--- src/rtl/latch_demux2_8bit.sv ---
// Write-side demux: latches TI bus data into one of four holding registers on a
// synchronised write strobe, with per-register update flags cleared by a Pi-side ack.
module latch_demux2_8bit #(
    parameter int WIDTH       = 8,
    parameter int SYNC_STAGES = 2
) (
    input  logic             clk,
    input  logic             reset,
    input  logic             we_n,
    input  logic             a_addr,
    input  logic             b_addr,
    input  logic             c_addr,
    input  logic             d_addr,
    input  logic [WIDTH-1:0] din,
    input  logic [3:0]       ack,
    output logic [WIDTH-1:0] a,
    output logic [WIDTH-1:0] b,
    output logic [WIDTH-1:0] c,
    output logic [WIDTH-1:0] d,
    output logic [3:0]       upd,
    output logic             err
);

    // state  | meaning
    // IDLE   | waiting for a falling write strobe
    // CAPT   | address/data captured, waiting for strobe release
    // COMMIT | single cycle that applies the captured write
    typedef enum logic [1:0] {
        ST_IDLE   = 2'd0,
        ST_CAPT   = 2'd1,
        ST_COMMIT = 2'd2
    } state_t;

    logic [SYNC_STAGES-1:0] r_sync;
    logic                   r_we_s_q;
    state_t                 r_state;
    logic [3:0]             r_sel;
    logic [WIDTH-1:0]       r_dat;
    logic [WIDTH-1:0]       r_hold [4];
    logic [3:0]             r_upd;
    logic                   r_err;

    logic       w_we_s;
    logic       w_fall;
    logic       w_rise;
    logic       w_sel_any;
    logic       w_sel_multi;
    logic       w_sel_onehot;
    logic [3:0] w_set;

    assign w_we_s = r_sync[SYNC_STAGES-1];
    assign w_fall = r_we_s_q & ~w_we_s;
    assign w_rise = ~r_we_s_q & w_we_s;

    assign w_sel_any    = |r_sel;
    assign w_sel_multi  = |(r_sel & (r_sel - 4'd1));
    assign w_sel_onehot = w_sel_any & ~w_sel_multi;
    assign w_set        = (r_state == ST_COMMIT && w_sel_onehot) ? r_sel : 4'b0000;

    always_ff @(posedge clk) begin
        if (reset) begin
            r_sync   <= '1;
            r_we_s_q <= 1'b1;
        end else begin
            r_sync   <= {r_sync[SYNC_STAGES-2:0], we_n};
            r_we_s_q <= w_we_s;
        end
    end

    always_ff @(posedge clk) begin
        if (reset) begin
            r_state <= ST_IDLE;
            r_sel   <= 4'b0000;
            r_dat   <= '0;
            r_upd   <= 4'b0000;
            r_err   <= 1'b0;
            for (int i = 0; i < 4; i++) begin
                r_hold[i] <= '0;
            end
        end else begin
            r_err <= 1'b0;
            // A commit setting a flag wins over an ack clearing it in the same cycle
            r_upd <= (r_upd & ~ack) | w_set;
            case (r_state)
                ST_IDLE: begin
                    if (w_fall) begin
                        r_sel   <= {d_addr, c_addr, b_addr, a_addr};
                        r_dat   <= din;
                        r_state <= ST_CAPT;
                    end
                end
                ST_CAPT: begin
                    if (w_rise) begin
                        r_state <= ST_COMMIT;
                    end
                end
                ST_COMMIT: begin
                    for (int i = 0; i < 4; i++) begin
                        if (w_set[i]) begin
                            r_hold[i] <= r_dat;
                        end
                    end
                    r_err   <= w_sel_multi;
                    r_state <= ST_IDLE;
                end
                default: begin
                    r_state <= ST_IDLE;
                end
            endcase
        end
    end

    assign a   = r_hold[0];
    assign b   = r_hold[1];
    assign c   = r_hold[2];
    assign d   = r_hold[3];
    assign upd = r_upd;
    assign err = r_err;

endmodule

--- config.mk ---
export PLATFORM = sky130hd
export DESIGN_NAME = latch_demux2_8bit
export DESIGN_NICKNAME = d
export VERILOG_FILES = /design/src/rtl/latch_demux2_8bit.sv
export SDC_FILE = /design/constraint.sdc
export NUM_CORES = 1
export LEC_CHECK = 0
export ABC_AREA = 1
export CAP_MARGIN = 30
export CORE_MARGIN = 2
export CORE_UTILIZATION = 50
export DETAILED_ROUTE_END_ITERATION = 16
export GPL_TIMING_DRIVEN = 0
export PLACE_DENSITY_LB_ADDON = 0.1
export SLEW_MARGIN = 10
export SYNTH_ARGS = -nofsm -noshare
export SYNTH_HDL_FRONTEND = slang
export SYNTH_SLANG_ARGS = --single-unit
--- constraint.sdc ---
create_clock -name clk -period 4.4 [get_ports clk]
set_clock_uncertainty 0.15 [all_clocks]
set_input_delay 1.1 -clock clk [delete_from_list [all_inputs] [get_ports clk]]
set_output_delay 1.1 -clock clk [all_outputs]
set_load 0.05 [all_outputs]
==> impl_metrics.env <==
# source this file to load flow results
export IMPL_status="finished clean"
export IMPL_worstMarginPinSlew_ps=521
export IMPL_ff_type="edfxtp_1"
export IMPL_dp_hpwl_mm=2.80
export IMPL_edf_count=32
export IMPL_place_inst=272
export IMPL_grt_pass1_vias=1362
export IMPL_rsz0062_at_grt="false"
export IMPL_synth_stat_cells=169
export IMPL_fin_ws_ps=1580
export IMPL_place_gp_congestion=0.804
export IMPL_core_area_mm2=0.00374
export IMPL_clock_latency_ps=310
export IMPL_area_growth_pct=35.2
export IMPL_pre_cts_ws_ps=1250
export IMPL_min_period_over_period_pct=64.2
export IMPL_finalHoldViolCount=0
export IMPL_worst_r2r_startpoint="r_sel[3]"
export IMPL_drt_pass1_iter_count=4
export IMPL_whs_path_depth=1
export IMPL_die_area_mm2=0.00450
export IMPL_die_h_um=67.1
export IMPL_syn_area_per_cell_um2=11.8
export IMPL_stdcell_area_mm2=0.00269
export IMPL_min_to="r_sync[1]"
export IMPL_muxShareOfSynthArea_pct=0
export IMPL_syn_area_mm2=0.00199
export IMPL_cts_hold_buf=0
export IMPL_powerDensity_mw_per_mm2=351
export IMPL_leakage_nw=0.946
export IMPL_worstSetupStartpointType="primary input"
export IMPL_port_buffers=55
export IMPL_final_cell_mix="clkdlybuf4s50_1, nor2_1, edfxtp_1"
export IMPL_setup_tns_ps=0
export IMPL_die_w_um=67.1
export IMPL_cts_sinks=54
export IMPL_synth_net_count=188
export IMPL_ys_sh_aoi_pct=7.10
export IMPL_path_clk_slew_ps=80
export IMPL_mostFrequentLayoutCell="clkdlybuf4s50_1"
export IMPL_min_from="r_sync[0]"
export IMPL_diodes=0
export IMPL_peakVddDrop_mv=0.231
export IMPL_regToRegSetupSlack_ps=2580
export IMPL_synth_flops=54
export IMPL_ys_seq_share_pct=70.4
export IMPL_fin_util_pct=71.9
export IMPL_drt_iter0_markers=91
export IMPL_drv_slew=0
export IMPL_hold_slack_ps=275
export IMPL_cp_end_kind="register"
export IMPL_wl_per_cell_um=13.7
export IMPL_cts_root_buf="clkbuf_8"
export IMPL_fmax_ghz=0.354
export IMPL_adder_share_pct=0
export IMPL_grt_max_degree=16
export IMPL_arrival_ps=2650
export IMPL_min_period_ps=2820
export IMPL_async_reset_ff_share_pct=0
export IMPL_cts_tree="built"
export IMPL_tool_warnings=26
export IMPL_routed_wl_mm=3.83
export IMPL_post_cts_resize_count=0
export IMPL_io_pins=56
export IMPL_overflow=0
export IMPL_final_cells=280
export IMPL_htree_levels=2
export IMPL_hold_class="reg2reg"
export IMPL_layout_nets=250
export IMPL_relSlewSlack_pct=65.1
export IMPL_worst_path_max_fanout=10
export IMPL_vias=1404
export IMPL_ant_nets=0
export IMPL_setup_viol=0
export IMPL_post_cts_buffers=0
export IMPL_crit_required_ps=4220
export IMPL_drv_cap=0
## metal layers
metal  up-vias  GRT usage, %  routed length, µm
li1        693             -                  -
met2        54          34.9               2030
met4         0          9.95                126
met1       645          21.4               1430
met3        12          5.74                237
met5         -             0                  0
## sequential cells by signal (all words and copies together) (netlist names)
| register | cells |
|---|---|
| upd | 4 |
| r_sel | 4 |
| r_state | 2 |
| err | 1 |
| r_we_s_q | 1 |
| r_dat | 8 |
| r_sync | 2 |
| r_hold | 32 |
## power breakdown
part	internal, mW	switching, mW
clock network	0.128	0.147
logic	0.0391	0.0727
registers	0.551	0.00779
## synthesized netlist by cell type, types with 3 or more instances
library cell	n	share of area (%)
or2_2	3	0.94
a21oi_1	13	3.3
nand3b_1	4	1.5
o21ai_0	12	3.0
nor2_1	35	6.6
nand2_1	15	2.8
edfxtp_1	32	48
clkbuf_1	3	0.57
nand3_1	5	1.3
dfxtp_1	22	22
nand4_4	4	4.3
inv_1	14	2.6
## critical path, cell delays in order
cell             delay (ps)
clkdlybuf4s50_1         570
clkinv_1                350
buf_2                   320
nand2_1                 300
## worst max-delay path by stage
stage | slack [ps] | from | to
finish | 1580 | reset | r_hold[3][5]
global route | 1480 | reset | r_hold[1][7]
CTS | 1570 | reset | r_hold[0][5]
detailed placement | 1250 | reset | r_hold[0][4]
global placement | 1290 | reset | r_hold[3][5]
floorplan | 2090 | reset | r_hold[0][0]
## area by class of cell
cell class                 instances  area [µm²]  area share, %
sequential                        54        1400           52.1
timing repair buffer              55         551           20.5
multi-input combinational         96         517           19.2
clock buffer                       8        90.1           3.35
tap                               48        60.1           2.23
inverter                          15        56.3           2.09
buffer                             4        16.3          0.604
## logic make-up (layout without fill, tap and decap cells)
kind of cell | Yosys count | count (layout)
AND/OR/NAND/NOR | 70 | 70
AND-OR/OR-AND | 26 | 26
flip-flops | 54 | 54
buffers and inverters | 19 | 82
Pin placement:
The bar under the picture is 20 µm long. Pins as bars across the die edge, other pins in grey.
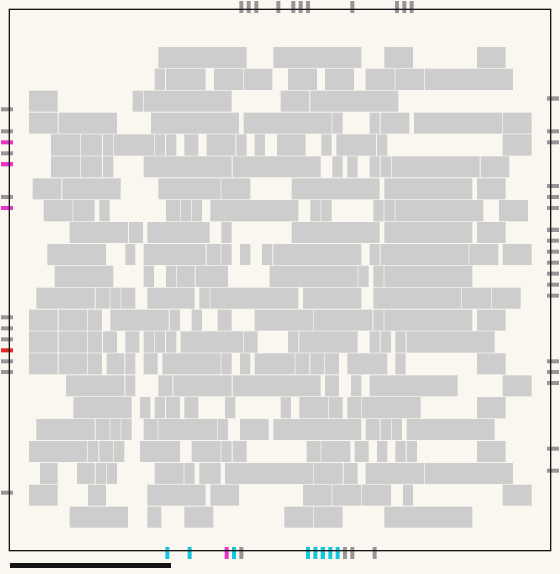
- red: `c_addr` (pins 1; direction input; edge west)
- cyan: `din` (pins 8; direction input; edge south)
- magenta: `ack` (pins 4; direction input; edge 3 west, 1 south)
- all pins by edge: 18 east, 14 west, 13 south, 11 north

Track usage over the die:
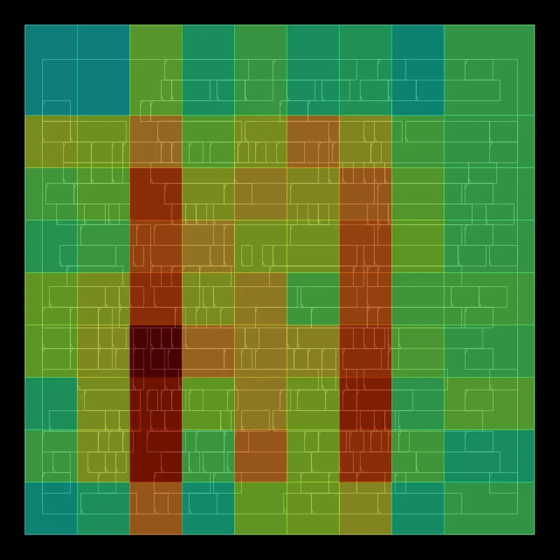
grt peak-use layer: met2
GR Layer Usage met3: 5.74%

The metal 1 layer:
The bar under the picture is 20 µm long.
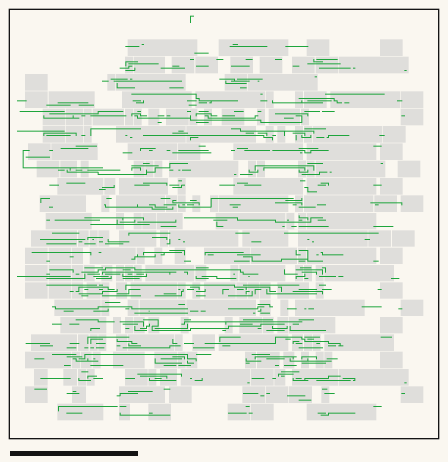
- nets with wire on the layer: 215
- share of all routed wire: 37%
- main direction: horizontal
- wire length on this layer: 1430 µm
- longest straight run: 18.9 µm

The metal 2 layer:
The bar under the picture is 20 µm long.
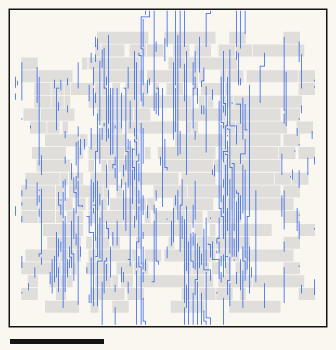
- longest straight run: 29.9 µm
- wire length on this layer: 2030 µm
- main direction: vertical
- nets with wire on the layer: 214

Power and IR drop assume default switching activity.
